File: src/rtl/branch_cmp_arbiter.sv
// Shares one eq/slt/sltu comparator between two requesters; round-robin grant (BR_CMP_FIXED_PRIO_EN: port 0 always wins).
// Latency: handshake in cycle N -> rsp_valid in N+2; response held until rsp_ready; no accept outside IDLE.
module branch_cmp_arbiter #(
    parameter int XLEN = 32
) (
    input  logic            clk,
    input  logic            rst,
    input  logic            r0_valid,
    output logic            r0_ready,
    input  logic [XLEN-1:0] r0_a,
    input  logic [XLEN-1:0] r0_b,
    input  logic            r0_un,
    input  logic            r1_valid,
    output logic            r1_ready,
    input  logic [XLEN-1:0] r1_a,
    input  logic [XLEN-1:0] r1_b,
    input  logic            r1_un,
    output logic            rsp_valid,
    output logic            rsp_id,
    output logic            rsp_eq,
    output logic            rsp_lt,
    input  logic            rsp_ready
);

    typedef enum logic [1:0] {
        ST_IDLE = 2'd0,
        ST_CMP  = 2'd1,
        ST_RESP = 2'd2
    } state_t;

    state_t          state_q;
    logic [XLEN-1:0] a_q;
    logic [XLEN-1:0] b_q;
    logic            un_q;
    logic            id_q;
    logic            rsp_valid_q;
    logic            rsp_id_q;
    logic            eq_q;
    logic            lt_q;

    logic            last_gnt;
    logic [1:0]      gnt;
    logic            hs0;
    logic            hs1;
    logic [XLEN-1:0] a_d;
    logic [XLEN-1:0] b_d;
    logic            un_d;

`ifdef BR_CMP_FIXED_PRIO_EN
    // Pretending port 1 won last makes port 0 win every contention.
    assign last_gnt = 1'b1;
`else
    logic last_gnt_q;
    assign last_gnt = last_gnt_q;
`endif

    always_comb begin
        gnt    = 2'b00;
        gnt[0] = r0_valid & (~r1_valid | last_gnt);
        gnt[1] = r1_valid & (~r0_valid | ~last_gnt);
    end

    assign r0_ready = (state_q == ST_IDLE) & ~rst & gnt[0];
    assign r1_ready = (state_q == ST_IDLE) & ~rst & gnt[1];
    assign hs0      = r0_valid & r0_ready;
    assign hs1      = r1_valid & r1_ready;

    always_comb begin
        a_d  = r0_a;
        b_d  = r0_b;
        un_d = r0_un;
        if (hs1) begin
            a_d  = r1_a;
            b_d  = r1_b;
            un_d = r1_un;
        end
    end

    always_ff @(posedge clk) begin
        if (rst) begin
            state_q     <= ST_IDLE;
            a_q         <= '0;
            b_q         <= '0;
            un_q        <= 1'b0;
            id_q        <= 1'b0;
            rsp_valid_q <= 1'b0;
            rsp_id_q    <= 1'b0;
            eq_q        <= 1'b0;
            lt_q        <= 1'b0;
`ifndef BR_CMP_FIXED_PRIO_EN
            last_gnt_q  <= 1'b1;
`endif
        end else begin
            case (state_q)
                ST_IDLE: begin
                    if (hs0 | hs1) begin
                        a_q     <= a_d;
                        b_q     <= b_d;
                        un_q    <= un_d;
                        id_q    <= hs1;
                        state_q <= ST_CMP;
`ifndef BR_CMP_FIXED_PRIO_EN
                        last_gnt_q <= hs1;
`endif
                    end
                end
                ST_CMP: begin
                    eq_q        <= (a_q == b_q);
                    lt_q        <= un_q ? (a_q < b_q) : ($signed(a_q) < $signed(b_q));
                    rsp_id_q    <= id_q;
                    rsp_valid_q <= 1'b1;
                    state_q     <= ST_RESP;
                end
                ST_RESP: begin
                    if (rsp_ready) begin
                        rsp_valid_q <= 1'b0;
                        state_q     <= ST_IDLE;
                    end
                end
                default: begin
                    rsp_valid_q <= 1'b0;
                    state_q     <= ST_IDLE;
                end
            endcase
        end
    end

    assign rsp_valid = rsp_valid_q;
    assign rsp_id    = rsp_id_q;
    assign rsp_eq    = eq_q;
    assign rsp_lt    = lt_q;

endmodule

File: config.mk
export PLATFORM = sky130hd
export DESIGN_NAME = branch_cmp_arbiter
export DESIGN_NICKNAME = d
export VERILOG_FILES = /design/src/rtl/branch_cmp_arbiter.sv
export SDC_FILE = /design/constraint.sdc
export NUM_CORES = 1
export LEC_CHECK = 0
export CAP_MARGIN = 0
export CORE_MARGIN = 1.5
export CORE_UTILIZATION = 41
export DETAILED_ROUTE_END_ITERATION = 6
export PLACE_DENSITY = 0.78
export SYNTH_ARGS = -nofsm -noshare
export SYNTH_HDL_FRONTEND = slang
export SYNTH_SLANG_ARGS = --single-unit
File: constraint.sdc
create_clock -name clk -period 1.96 [get_ports clk]
set_input_delay 0.294 -clock clk [delete_from_list [all_inputs] [get_ports clk]]
set_output_delay 0.294 -clock clk [all_outputs]
set_load 0.05 [all_outputs]
==> job_summary.md <==
### Yosys + OpenROAD results

| Metric | Value |
|---|---|
| Outcome | `finished, violations left` |
| Failing checks | `setup timing` |
| Seq cells post-synth | `73` |
| Crit path max fanout | `2` |
| Clk_skew | `11.6 ps` |
| Die ar. | `10000 um2` |
| Most instantiated library cell after synthesis | `nand2_1` |
| DRC | `0` |
| Routed vias/inst | `5.23` |
| First-pass DRT Iterations | `4` |
| Core box area | `9200 um2` |
| Worst setup path class | `reg2reg` |
| Ys cells | `509` |
| Design Power | `4.31 mW` |
| Buffers on Ports | `140` |
| Hpwl dp | `7.69 mm` |
| Post-route cell area | `5770 um2` |
| Final GP Congestion | `0.790` |
| Layout Cells excl Fill | `756` |
| Worst hold start | `rst` |
| Largest net degree at the start of global routing | `64` |
| Hold path cells | `3` |
| Routed Wire Length | `10.3 mm` |
| Clock Sinks | `73` |
| Worst setup EP type | `flip-flop` |
| First-pass GRT wire length | `16.8 mm` |
| Diode count | `0` |
| Die height | `100 um` |
| Pwr dens | `746 nW/um2` |
| TritonCTS clock tree | `done` |
| Setup ws final | `-73.6 ps` |
| Final setup vio count | `2` |
| Startpoint Class | `flip-flop` |
| YS warnings | `0` |
| Type of the worst min-delay path | `in2reg` |
| Worst path arrival time | `2270 ps` |
| Row Count | `35` |
| Clock root cell | `clkbuf_8` |
| Worst-Margin Slew | `555 ps` |
| Number of synthesized flops with an enable pin | `0` |
| Worst R2R End | `rsp_lt` |
| Area Growth Syn to Fin | `49.7%` |
| Die width | `100 um` |
| Initial antenna violation count | `0` |
| Layout cells sized above 1 | `0.0837` |
| OpenROAD warnings | `28` |
| Cell Area, Placed | `5430 um2` |
| Cell area leaders | `dfxtp_1, a311oi_1, nand2_1, ha_1, nor2_1` |
| Fraction of registers with async set/reset | `0` |
| Hold_buf cts | `0` |
| Syn Area/Cell | `7.58 um2` |
| Floorplan net count | `676` |
| R2R Path Start | `b_q[17]` |
| CTS Buf Count | `9` |
| Setup TNS | `-135 ps` |
| Reg2Reg Setup Slack | `-70 ps` |
| Post-synth seq share | `0.379` |
| Yosys stat area | `3860 um2` |
| Leakage | `2.21 nW` |
| Via count | `3954` |
| RSZ-0062 raised after global routing | `yes` |
| Crit path time final | `2030 ps` |
| Fp_density | `0.419` |
| All-Layer GR Usage | `0.210` |
| Total grt overflow | `0` |
| Max clock buf depth | `2` |
| Hold Crit Endpoint | `rsp_eq` |
| 1st-iter DRT viols | `176` |
| Synth unique cells | `33` |
| Final hold slack | `448 ps` |
| Fin. Hold Viols | `0` |
| Final ANT Viol Nets | `0` |
| Late-Pin Clk Latency | `340 ps` |
## state kept, by name (all words and copies together), names as in the netlist
register,flops
state_q,2
rsp_lt,1
rsp_id,1
last_gnt,1
id_q,1
rsp_eq,1
rsp_valid,1
un_q,1
b_q,32
a_q,32
## report_power, final
part           switching (mW)  internal (mW)
combinational           0.561          0.625
clock                   0.560          0.845
sequential             0.0865           1.63
## per-layer routing
layer	global-route usage	up-vias	routed length (um)
li1	-	2026	-
met1	0.251	1797	4500
met2	0.369	120	4950
met3	0.0446	11	669
met4	0.0780	0	147
met5	0	-	0
## repair_timing
action / in CTS / in global routing
endpoints found under the setup margin: 3 / 3
pin swaps: 8 / 7
buffers inserted: 2 / 1
resized: 13 / 5
## kinds of logic (layout without fill, tap and decap cells)
family                   Yosys count  count (layout)  share of synthesized area
adder cells (fa/ha/maj)           32              32                      0.104
AND/OR/NAND/NOR                  235             235                      0.242
buffers and inverters             73             209                     0.0749
flip-flops                        73              73                      0.379
AND-OR/OR-AND                     95              95                      0.198
multiplexers                       1               1                    0.00259
## cell usage in the layout (no fill, tap or decap), types with 2 or more instances in the layout
master / n
nand2_1: 141
nand2b_1: 2
nand3_4: 2
inv_2: 2
a21oi_1: 13
o21ai_0: 3
inv_1: 33
nand4_1: 6
clkinvlp_4: 2
nand3_1: 4
ha_4: 3
nor2_1: 72
ha_1: 29
a221o_1: 2
buf_4: 13
dfxtp_2: 5
a21o_1: 3
clkdlybuf4s50_1: 137
bufinv_16: 3
a311oi_1: 65
nor4_1: 2
buf_12: 6
dfxtp_1: 68
clkbuf_8: 9
## worst max-delay path by stage
stage	from	end
floorplan	b_q[17]	rsp_lt
global placement	b_q[17]	rsp_lt
detailed placement	b_q[17]	rsp_lt
CTS	b_q[18]	rsp_lt
global route	b_q[31]	rsp_lt
finish	b_q[17]	rsp_lt
## worst max-delay path, stage by stage (launching register included)
cell	delay [ps]
dfxtp_2	340
inv_2	40
ha_4	210
a21o_1	160
a221o_1	360
a22oi_2	190
o211ai_1	130
buf_4	160
buf_4	120
a32oi_1	130
o21ai_1	80
## cell type report
type,count,area (um2),area share
clock inverter,7,119,0.0206
sequential,73,1470,0.254
timing repair buffer,157,1590,0.276
multi-input combinational,363,2190,0.379
clock buffer,9,124,0.0215
inverter,36,140,0.0243
tap,111,139,0.0241
==> images/congestion.png <==
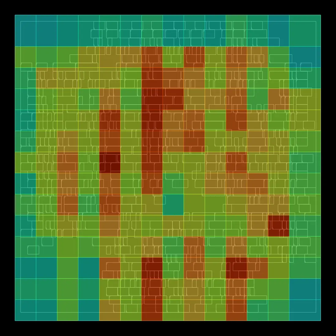
final core occ: 0.628
met1 Usage GRT: 0.251
grt met3 use: 0.0446
gr busiest metal: met2
DR WL/cell: 13.6 um

==> images/sizes.png <==
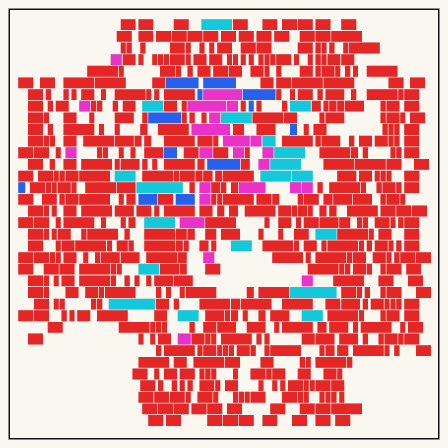
Key: _6 and larger = cyan [cells 19, share 2.9%, most used clkbuf_8]; _2 cells = blue [cells 12, share 1.9%, most used dfxtp_2]; _3 and _4 cells = magenta [cells 23, share 3.6%, most used buf_4]; _0 and _1 cells = red [cells 591, share 92%, most used nand2_1]

==> images/io_fan.png <==
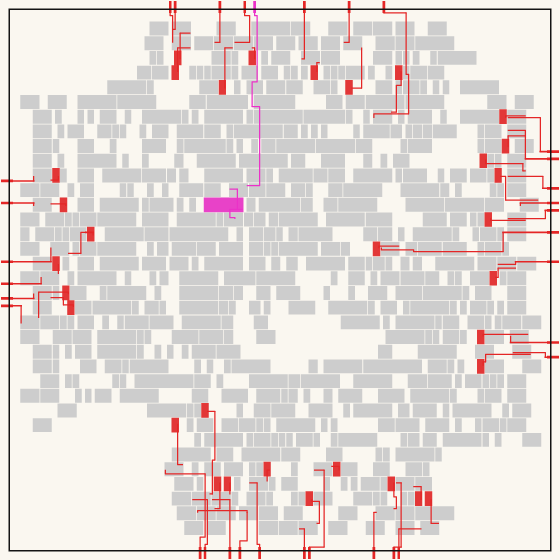
Key: rsp_valid = magenta [direction output, edge top, end cells 1, buffers 1, wire 47.2 um]; r1_a = red [direction input, edge 10 bottom, 9 right, 7 top, 6 left, end cells 32, buffers 32, wire 554 um]

Power figures rest on the tool's default switching activity, not on a simulated workload.
